`src/rtl/dot_unit.sv`:
```
// dot_unit - two-stage dot-product engine for the SIMD datapath.
//
// Stage 1 reduces the per-lane PE products with an adder tree and registers
// the lane sum together with the decoder command. Stage 2 applies that
// command one cycle later:
//   accumulate: acc <= acc + sum
//   shift:      res[0] <= acc + sum, res[i] <= res[i-1], acc <= 0
//   clear:      acc, res and ovf all return to zero
//
// Ports:
//   clk       clock
//   rstn      synchronous active-low reset; flushes any pending command
//   step      instruction-advance strobe; commands are sampled only when high
//   stall     freezes every register in the block
//   dot_ctrl  command: 00 none, 01 shift, 10 accumulate, 11 clear
//   prod_in   LANES products, lane i at [i*DATA_WIDTH +: DATA_WIDTH]
//   dot_out   result vector res[0..LANES-1], packed like prod_in
//   acc_out   current accumulator
//   busy      stage 1 holds a command not yet applied by stage 2
//   ovf       sticky signed overflow of the stage-2 add
module dot_unit #(
  parameter int LANES      = 4,
  parameter int DATA_WIDTH = 32
) (
  input  logic                          clk,
  input  logic                          rstn,
  input  logic                          step,
  input  logic                          stall,
  input  logic [1:0]                    dot_ctrl,
  input  logic [LANES*DATA_WIDTH-1:0]   prod_in,
  output logic [LANES*DATA_WIDTH-1:0]   dot_out,
  output logic [DATA_WIDTH-1:0]         acc_out,
  output logic                          busy,
  output logic                          ovf
);

  localparam logic [1:0] OP_NONE  = 2'b00;
  localparam logic [1:0] OP_SHIFT = 2'b01;
  localparam logic [1:0] OP_ACC   = 2'b10;
  localparam logic [1:0] OP_CLR   = 2'b11;
  localparam int         MSB      = DATA_WIDTH - 1;

  // Lane unpacking
  logic [DATA_WIDTH-1:0] lane_val [LANES];

  genvar gi;
  generate
    for (gi = 0; gi < LANES; gi++) begin : g_lane
      assign lane_val[gi] = prod_in[gi*DATA_WIDTH +: DATA_WIDTH];
    end
  endgenerate

  // Adder tree: pairwise reduction in place, halving the live width each
  // level. Sums wrap modulo 2^DATA_WIDTH; tree overflow is deliberately
  // not flagged.
  logic [DATA_WIDTH-1:0] tree_node [LANES];
  logic [DATA_WIDTH-1:0] lane_sum;

  always_comb begin
    for (int i = 0; i < LANES; i++) begin
      tree_node[i] = lane_val[i];
    end
    for (int w = LANES / 2; w >= 1; w = w / 2) begin
      for (int j = 0; j < w; j++) begin
        tree_node[j] = tree_node[2*j] + tree_node[2*j+1];
      end
    end
    lane_sum = tree_node[0];
  end

  // Pipeline state
  logic                  s1_v_reg,   s1_v_next;
  logic [1:0]            s1_op_reg,  s1_op_next;
  logic [DATA_WIDTH-1:0] s1_sum_reg, s1_sum_next;
  logic [DATA_WIDTH-1:0] acc_reg,    acc_next;
  logic                  ovf_reg,    ovf_next;
  logic [DATA_WIDTH-1:0] res_reg  [LANES];
  logic [DATA_WIDTH-1:0] res_next [LANES];

  // Stage-2 adder shared by accumulate and shift. Signed overflow: both
  // operands share a sign and the result's sign differs from it.
  logic [DATA_WIDTH-1:0] stage2_sum;
  logic                  stage2_ovf;

  assign stage2_sum = acc_reg + s1_sum_reg;
  assign stage2_ovf = (acc_reg[MSB] == s1_sum_reg[MSB]) &&
                      (stage2_sum[MSB] != acc_reg[MSB]);

  always_comb begin
    s1_v_next   = s1_v_reg;
    s1_op_next  = s1_op_reg;
    s1_sum_next = s1_sum_reg;
    acc_next    = acc_reg;
    ovf_next    = ovf_reg;
    for (int i = 0; i < LANES; i++) begin
      res_next[i] = res_reg[i];
    end

    if (!stall) begin
      // Stage 2 retires the pending command; a newly accepted command
      // below overrides the valid clear on the same edge.
      if (s1_v_reg) begin
        s1_v_next = 1'b0;
        case (s1_op_reg)
          OP_ACC: begin
            acc_next = stage2_sum;
            ovf_next = ovf_reg | stage2_ovf;
          end
          OP_SHIFT: begin
            res_next[0] = stage2_sum;
            for (int i = 1; i < LANES; i++) begin
              res_next[i] = res_reg[i-1];
            end
            acc_next = '0;
            ovf_next = ovf_reg | stage2_ovf;
          end
          OP_CLR: begin
            acc_next = '0;
            ovf_next = 1'b0;
            for (int i = 0; i < LANES; i++) begin
              res_next[i] = '0;
            end
          end
          default: begin
          end
        endcase
      end

      // Stage 1 samples a new command on every step.
      if (step) begin
        if (dot_ctrl != OP_NONE) begin
          s1_v_next   = 1'b1;
          s1_op_next  = dot_ctrl;
          s1_sum_next = lane_sum;
        end else begin
          s1_v_next = 1'b0;
        end
      end
    end
  end

  always_ff @(posedge clk) begin
    if (!rstn) begin
      s1_v_reg   <= 1'b0;
      s1_op_reg  <= OP_NONE;
      s1_sum_reg <= '0;
      acc_reg    <= '0;
      ovf_reg    <= 1'b0;
      for (int i = 0; i < LANES; i++) begin
        res_reg[i] <= '0;
      end
    end else begin
      s1_v_reg   <= s1_v_next;
      s1_op_reg  <= s1_op_next;
      s1_sum_reg <= s1_sum_next;
      acc_reg    <= acc_next;
      ovf_reg    <= ovf_next;
      for (int i = 0; i < LANES; i++) begin
        res_reg[i] <= res_next[i];
      end
    end
  end

  // Outputs come straight from registers.
  generate
    for (gi = 0; gi < LANES; gi++) begin : g_out
      assign dot_out[gi*DATA_WIDTH +: DATA_WIDTH] = res_reg[gi];
    end
  endgenerate

  assign acc_out = acc_reg;
  assign ovf     = ovf_reg;
  assign busy    = s1_v_reg;

endmodule

```
`config.mk`:
```
export PLATFORM = sky130hd
export DESIGN_NAME = dot_unit
export DESIGN_NICKNAME = d
export VERILOG_FILES = /design/src/rtl/dot_unit.sv
export SDC_FILE = /design/constraint.sdc
export NUM_CORES = 1
export LEC_CHECK = 0
export CAP_MARGIN = 20
export CORE_MARGIN = 2
export CORE_UTILIZATION = 50
export CTS_CLUSTER_SIZE = 8
export DETAILED_ROUTE_END_ITERATION = 12
export PLACE_DENSITY = 0.81
export SLEW_MARGIN = 40
export SYNTH_ARGS = -nofsm -noshare
export SYNTH_HDL_FRONTEND = slang
export SYNTH_SLANG_ARGS = --single-unit
```
`constraint.sdc`:
```
create_clock -name clk -period 4.75 [get_ports clk]
set_clock_uncertainty 0.1 [all_clocks]
set_input_delay 0.7125 -clock clk [delete_from_list [all_inputs] [get_ports clk]]
set_output_delay 0.7125 -clock clk [all_outputs]
set_load 0.005 [all_outputs]
```
run_1/final_placement.png
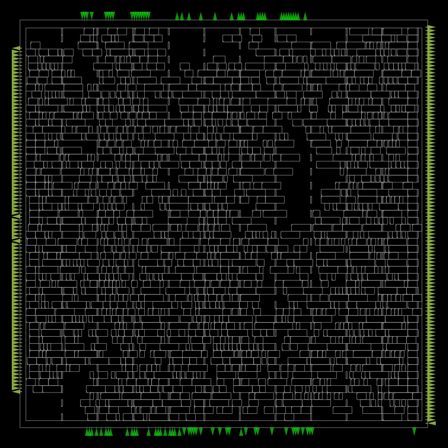
final-layout fill cell count: 1965
flip-flop and latch count: 196
number of core rows: 56
tapcell count: 319

run_1/cell_classes.png
Fill, decap, tap and diode cells in grey.
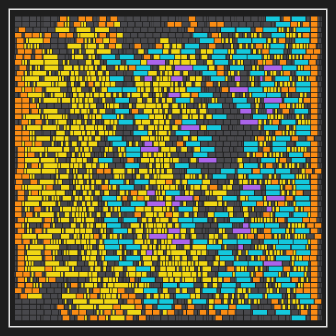
flops -> cyan  # cells 196, share of their area 26%
clock drivers and dummy loads -> purple  # cells 32, share of their area 3.9%
all other logic -> yellow  # cells 1188, share of their area 51%
other buffers and delay cells -> orange  # cells 303, share of their area 20%
final standard cell utilization of the core: 67.0%
core region area: 23400 µm²
register share of the cell area: 25.0%
post-route cell area: 15700 µm²

run_1/port_nets.png
The bar under the picture is 50 µm long.
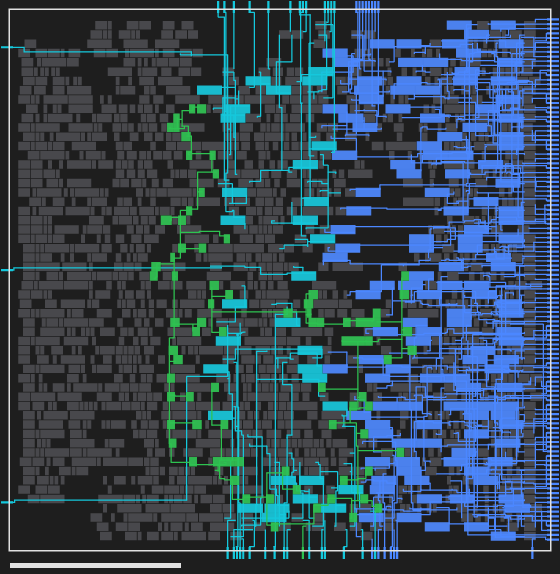
`dot_out` -> blue  # direction output, edge 113 right, 8 top, 7 bottom, end cells 128, buffers 128, wire 5460 µm
`acc_out` -> cyan  # direction output, edge 16 bottom, 13 top, 3 left, end cells 32, buffers 32, wire 2010 µm
`rstn` -> green  # direction input, edge bottom, end cells 77, buffers 2, wire 605 µm
port buffer count: 295
number of top-level pins: 296

==> run 1: kinds of logic after synthesis <==
group / share of synthesized area [%]
adder cells (fa/ha/maj): 17.1
multiplexers: 0.274
flip-flops: 33.0
XOR/XNOR: 3.69
AND/OR/NAND/NOR: 16.6
buffers and inverters: 8.04
AND-OR/OR-AND: 21.2
==> run 1: path summary, 6_finish.rpt <==
check | startpoint | end | depth (start not counted)
max | prod_in[1] | s1_sum_reg[27] | 14
max reg2reg | acc_out[0] | acc_out[10] | 11
min | res_reg[3][26] | res_reg[3][26] | 2
min reg2reg | res_reg[3][26] | res_reg[3][26] | 2
==> run 1: metal layers <==
layer	part of all wire (%)	global-route usage [%]	vias to the layer above
li1	-	-	5328
met1	43	30.0	4883
met2	47	41.7	392
met3	7.9	5.83	46
met4	2.4	7.94	0
met5	0	0	-
==> results.cfg, run 1 <==
; flow metrics
[run_status]
run_status = finished clean

[final_timing]
tightest_slew_ps = 800
holdWs_ps = 356
slew_headroom_pct = 46.7
fmaxAchievable_mhz = 227
finalMaxSlewViolations = 0
fin_crit_ps = 4400
rsz_0062_raised_after_global_routing = no
setup_total_negative_slack_ps = 0
finalSetupViolCount = 0
hold_violations = 0
finalCritPeriodShare_pct = 92.6
fin_ws_ps = 351

[critical_path]
worst_path_dominant_cell_family = adder cells
worst_ep_required_ps = 4980
critical_path.slowest_cell = sky130_fd_sc_hd__fa_1
reg2reg_setup_slack_ps = 1710
crit_top_cell = sky130_fd_sc_hd__fa_1
path_cells = clkdlybuf4s50_1 -> fa_1 -> fa_1 -> ha_1 -> fa_1 -> a21o_1 -> a21oi_1 -> o21bai_1 -> a21oi_1 -> o211ai_2 -> a31oi_2 -> o31ai_2 -> nor4b_1 -> o31a_1
max_stage_delay_on_crit_path_ps = 560
worst_ep_arrival_time_ps = 4630
criticalPathCategory = primary input to flip-flop
end_kind = flip-flop
crit_fanout = 4
sort_of_element_at_the_start_of_the_critical_path = primary input

[synth]
synth_area_um2 = 11900
ys.flop_type = sky130_fd_sc_hd__dfxtp_1
postSynthAreaPerCell_um2 = 8.19
edf_count = 0
seq_area_frac_synth_pct = 33.0
synth_chip_area_um2 = 11900
netlist_instances = 1450
ys_warn_count = 0
yosys-top-cells-count = sky130_fd_sc_hd__nand2_1, sky130_fd_sc_hd__dfxtp_1, sky130_fd_sc_hd__inv_1
leading_cell_types_by_total_area_after_synthesis = sky130_fd_sc_hd__dfxtp_1, sky130_fd_sc_hd__fa_1, sky130_fd_sc_hd__nand2_1, sky130_fd_sc_hd__ha_1, sky130_fd_sc_hd__inv_1
top_area_share_pct = 33.0
ys.flops = 196
synthDistinctLibCells = 69
yosys-stat-cells = 1450
synth_async_sr_flop_share_pct = 0
fp_nets = 1709
synthDominantAreaCellType = sky130_fd_sc_hd__dfxtp_1
synth_top_cell_by_count = sky130_fd_sc_hd__nand2_1

[power_and_ir_drop]
fraction_of_power_spent_switching_nets_pct = 33.4
power_density_nw_per_um2 = 292
comb_power_mw = 1.45
power_leader = sequential cells
static-leakage-power_nw = 6.53
powerSeq_mw = 1.72
finalPower_mw = 4.58
total_switching_power_mw = 1.53
power.clock.total_mw = 1.41
part_of_the_total_power_dissipated_in_sequential_elements_pct = 37.6
p_clk_share_pct = 30.8
peakVddDrop_mv = 0.251
power.internal_mw = 3.05
share_comb_of_total_power_pct = 31.7

[layout]
area_added_between_synthesis_and_finish_pct = 32.0
nonClockInverterCount = 188
fin_nets = 1965
comb_area_share_pct = 45.0
comb_cells = 1000
finish.cell_count_without_fillers = 2038
register_area_um2 = 3920
clock_buffer_count = 18
final_layout_top_logic_cell = sky130_fd_sc_hd__clkdlybuf4s50_1
final_layout_top_logic_cells = sky130_fd_sc_hd__clkdlybuf4s50_1, sky130_fd_sc_hd__nand2_1, sky130_fd_sc_hd__dfxtp_1, sky130_fd_sc_hd__inv_1, sky130_fd_sc_hd__a21oi_1
final.signal_buffer_count = 303
share_of_layout_cells_above_drive_strength_1_pct = 4.13
clock_area_share_pct = 3.76
largest_cell_class = combinational gates
final-nonclk-buf-share_pct = 19.2
antenna_cells = 0
mi_logic_area_um2 = 7050
largest_register_ff_count = 128

[clock_tree]
post_cts.resized_instances = 0
clock_path_buffers = 2
cts.reportedPaths.clkPinSlew_ps = 80
cts_sinks = 196
cts_made_buffers = 17
h-tree-depth = 4
root_buffer = sky130_fd_sc_hd__clkbuf_16
post_cts_buffers = 0
cts_hold_buf = 0

[run]
log.warning_count = 26
drv.max_cap_violation_count = 0

[placement]
detailedPlace.worstSlack_ps = -100
detailed_place.area_um2 = 15100
placed_cells_incl_taps = 2006
hpwlAfterDp_um = 24200

[detailed_routing]
wl_per_cell_um = 15.0
finalWirelength_um = 30600
routed_via_density = 5.23
post-route-drc-count = 0
routed-via-count = 10600
antenna_violating_nets_post_route = 0
detail_route.iter0.violations = 726
drtPass1Iterations = 7

[die]
die_h_um = 158
initial_core_util_pct = 50.8
die_size_um2 = 25000

[global_route]
track_usage_pct = 24.3
largest_net_degree_at_the_start_of_global_routing = 100
gr-total-overflow = 0
first_global_vias = 10100
antenna_violations_before_repair = 0

[min_path]
worst_hold_path_type = flip-flop to flip-flop
run_1/drive_strength.png
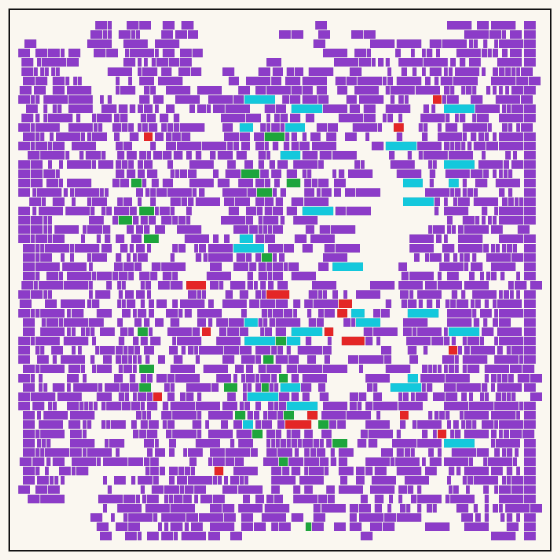

==> run 2, diff against run 1 <==
==> constraint.sdc (replaced) <==
create_clock -name clk -period 4.6 [get_ports clk]
set_clock_uncertainty 0.1 [all_clocks]
set_input_delay 0.69 -clock clk [delete_from_list [all_inputs] [get_ports clk]]
set_output_delay 0.69 -clock clk [all_outputs]
set_load 0.005 [all_outputs]
run_2/drive_strength.png
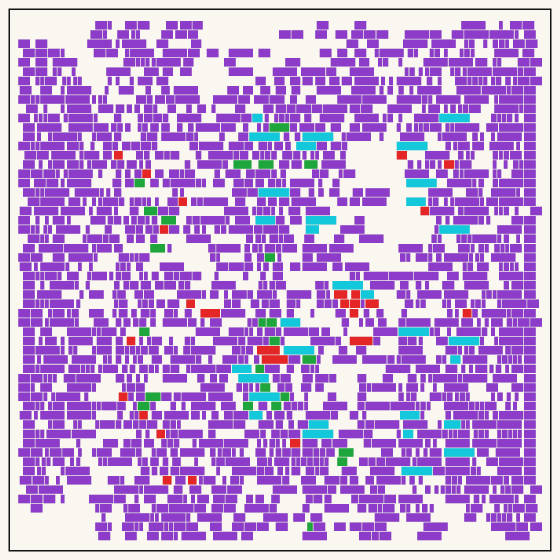
drive 2 -> green  # cells 24
drive 3 to 4 -> red  # cells 26
drive 6 and up -> cyan  # cells 31
drive 1 or less -> purple  # cells 1647
post-route cell area: 15800 µm²
number of non-clock buffers: 312
post-layout worst setup margin: 383 ps

==> results.cfg, run 2 <==
; flow metrics
[synth]
top_area_share_pct = 33.0
edf_count = 0
postSynthAreaPerCell_um2 = 8.19
yosys-top-cells-count = sky130_fd_sc_hd__nand2_1, sky130_fd_sc_hd__dfxtp_1, sky130_fd_sc_hd__inv_1
fp_nets = 1709
ys_warn_count = 0
synth_chip_area_um2 = 11900
synth_top_cell_by_count = sky130_fd_sc_hd__nand2_1
synth_async_sr_flop_share_pct = 0
synth_area_um2 = 11900
synthDominantAreaCellType = sky130_fd_sc_hd__dfxtp_1
ys.flops = 196
seq_area_frac_synth_pct = 33.0
yosys-stat-cells = 1450
leading_cell_types_by_total_area_after_synthesis = sky130_fd_sc_hd__dfxtp_1, sky130_fd_sc_hd__fa_1, sky130_fd_sc_hd__nand2_1, sky130_fd_sc_hd__ha_1, sky130_fd_sc_hd__inv_1
netlist_instances = 1450
ys.flop_type = sky130_fd_sc_hd__dfxtp_1
synthDistinctLibCells = 69

[detailed_routing]
wl_per_cell_um = 14.8
post-route-drc-count = 0
antenna_violating_nets_post_route = 0
routed_via_density = 5.20
detail_route.iter0.violations = 702
drtPass1Iterations = 5
routed-via-count = 10600
finalWirelength_um = 30300

[layout]
clock_area_share_pct = 3.93
comb_area_share_pct = 44.7
mi_logic_area_um2 = 7040
nonClockInverterCount = 188
seqAreaFraction_pct = 24.9
antenna_cells = 0
register_area_um2 = 3920
fin_nets = 1974
area_added_between_synthesis_and_finish_pct = 32.7
final-nonclk-buf-share_pct = 19.5
share_of_layout_cells_above_drive_strength_1_pct = 4.69
numSequentialCells = 196
comb_cells = 1000
largest_register_ff_count = 128
clock_buffer_count = 18
final_layout_top_logic_cells = sky130_fd_sc_hd__clkdlybuf4s50_1, sky130_fd_sc_hd__nand2_1, sky130_fd_sc_hd__dfxtp_1, sky130_fd_sc_hd__inv_1, sky130_fd_sc_hd__a21oi_1
largest_cell_class = combinational gates
final_layout_top_logic_cell = sky130_fd_sc_hd__clkdlybuf4s50_1

[power_and_ir_drop]
p_clk_share_pct = 31.1
power_leader = sequential cells
static-leakage-power_nw = 6.59
finalPower_mw = 4.80
share_comb_of_total_power_pct = 31.9
part_of_the_total_power_dissipated_in_sequential_elements_pct = 37.0
comb_power_mw = 1.53
powerSeq_mw = 1.78
power.internal_mw = 3.20
power.clock.total_mw = 1.49
fraction_of_power_spent_switching_nets_pct = 33.3
total_switching_power_mw = 1.60
peakVddDrop_mv = 0.287
power_density_nw_per_um2 = 305

[final_timing]
finalCritPeriodShare_pct = 91.7
holdWs_ps = 356
tightest_slew_ps = 740
setup_total_negative_slack_ps = 0
rsz_0062_raised_after_global_routing = no
finalSetupViolCount = 0
finalMaxSlewViolations = 0
hold_violations = 0
slew_headroom_pct = 50.7
fmaxAchievable_mhz = 237
fin_crit_ps = 4220

[critical_path]
rr_worst_depth = 11
critical_path.slowest_cell = sky130_fd_sc_hd__fa_1
end_kind = flip-flop
worst_path_dominant_cell_family = adder cells
reg2reg_setup_slack_ps = 1570
path_cells = clkdlybuf4s50_1 -> fa_1 -> fa_1 -> ha_1 -> fa_1 -> a21o_1 -> a21oi_1 -> o21bai_1 -> a21oi_1 -> buf_4 -> o211ai_2 -> a31oi_2 -> buf_4 -> xor2_1 -> o21ai_0 -> and2_1
worst_r2r_startpoint = acc_out[0]
crit_cells = 16
critical_path_buf_inv_count = 3
worst_ep_required_ps = 4840
r2r-end = acc_out[26]
crit_fanout = 4
criticalPathCategory = primary input to flip-flop
startpoint = prod_in[1]
max_stage_delay_on_crit_path_ps = 570
worst_ep_arrival_time_ps = 4450
sort_of_element_at_the_start_of_the_critical_path = primary input
crit_top_cell = sky130_fd_sc_hd__fa_1
timing.critical_path.to = s1_sum_reg[19]

[die]
initial_core_util_pct = 50.8
die_size_um2 = 25000
die_h_um = 158
core_area_um2 = 23400
num_tap_cells = 319
rows = 56
boundaryPins = 296

[run_status]
run_status = finished clean

[run]
drv.max_cap_violation_count = 0
log.warning_count = 26

[placement]
port-buffer-count = 295
detailedPlace.worstSlack_ps = -70.5
hpwlAfterDp_um = 24000
placed_cells_incl_taps = 2015
detailed_place.area_um2 = 15100
place.gp.congestion = 0.918

[global_route]
largest_net_degree_at_the_start_of_global_routing = 100
first_global_vias = 10200
gr-total-overflow = 0
antenna_violations_before_repair = 0
track_usage_pct = 24.3

[min_path]
hold_path.startpoint = res_reg[1][30]
min_path_cells = 2
worst_hold_path_type = flip-flop to flip-flop
min_delay_worst_endpoint = res_reg[2][30]

[clock_tree]
cts_sinks = 196
post_cts_buffers = 0
post_cts.resized_instances = 0
root_buffer = sky130_fd_sc_hd__clkbuf_16
clock_path_buffers = 2
cts_made_buffers = 17
cts.reportedPaths.clkPinSlew_ps = 80
h-tree-depth = 4
cts_hold_buf = 0
run_2/final_placement.png
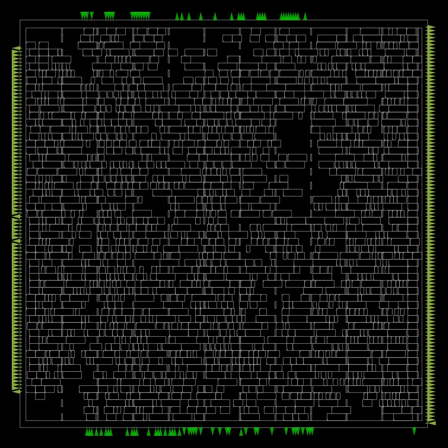
final-layout fill cell count: 1971
final standard cell utilization of the core: 67.4%
final non-filler cell total: 2047

## run 2: cell counts after synthesis
No cell type changed its count.
## run 2: per-layer routing
metal,vias to the layer above,global-route usage (%),share of wire (%)
li1,5351,-,-
met1,4903,31.0,44
met2,355,41.4,47
met3,39,5.39,6.9
met4,0,7.25,1.9
met5,-,0,0
## run 2: logic make-up (layout without fill, tap and decap cells)
family / count (synthesis) / count (layout) / synth area share [%]
and+or+nand+nor: 439 / 439 / 16.6
AOI/OAI and AO/OA: 383 / 383 / 21.2
xor gates and xnor gates: 50 / 50 / 3.69
DFF: 196 / 196 / 33.0
adders and majority gates: 125 / 125 / 17.1
muxes: 3 / 3 / 0.274
buffers and inverters: 254 / 532 / 8.04
Power is estimated from default activity; no workload was simulated.
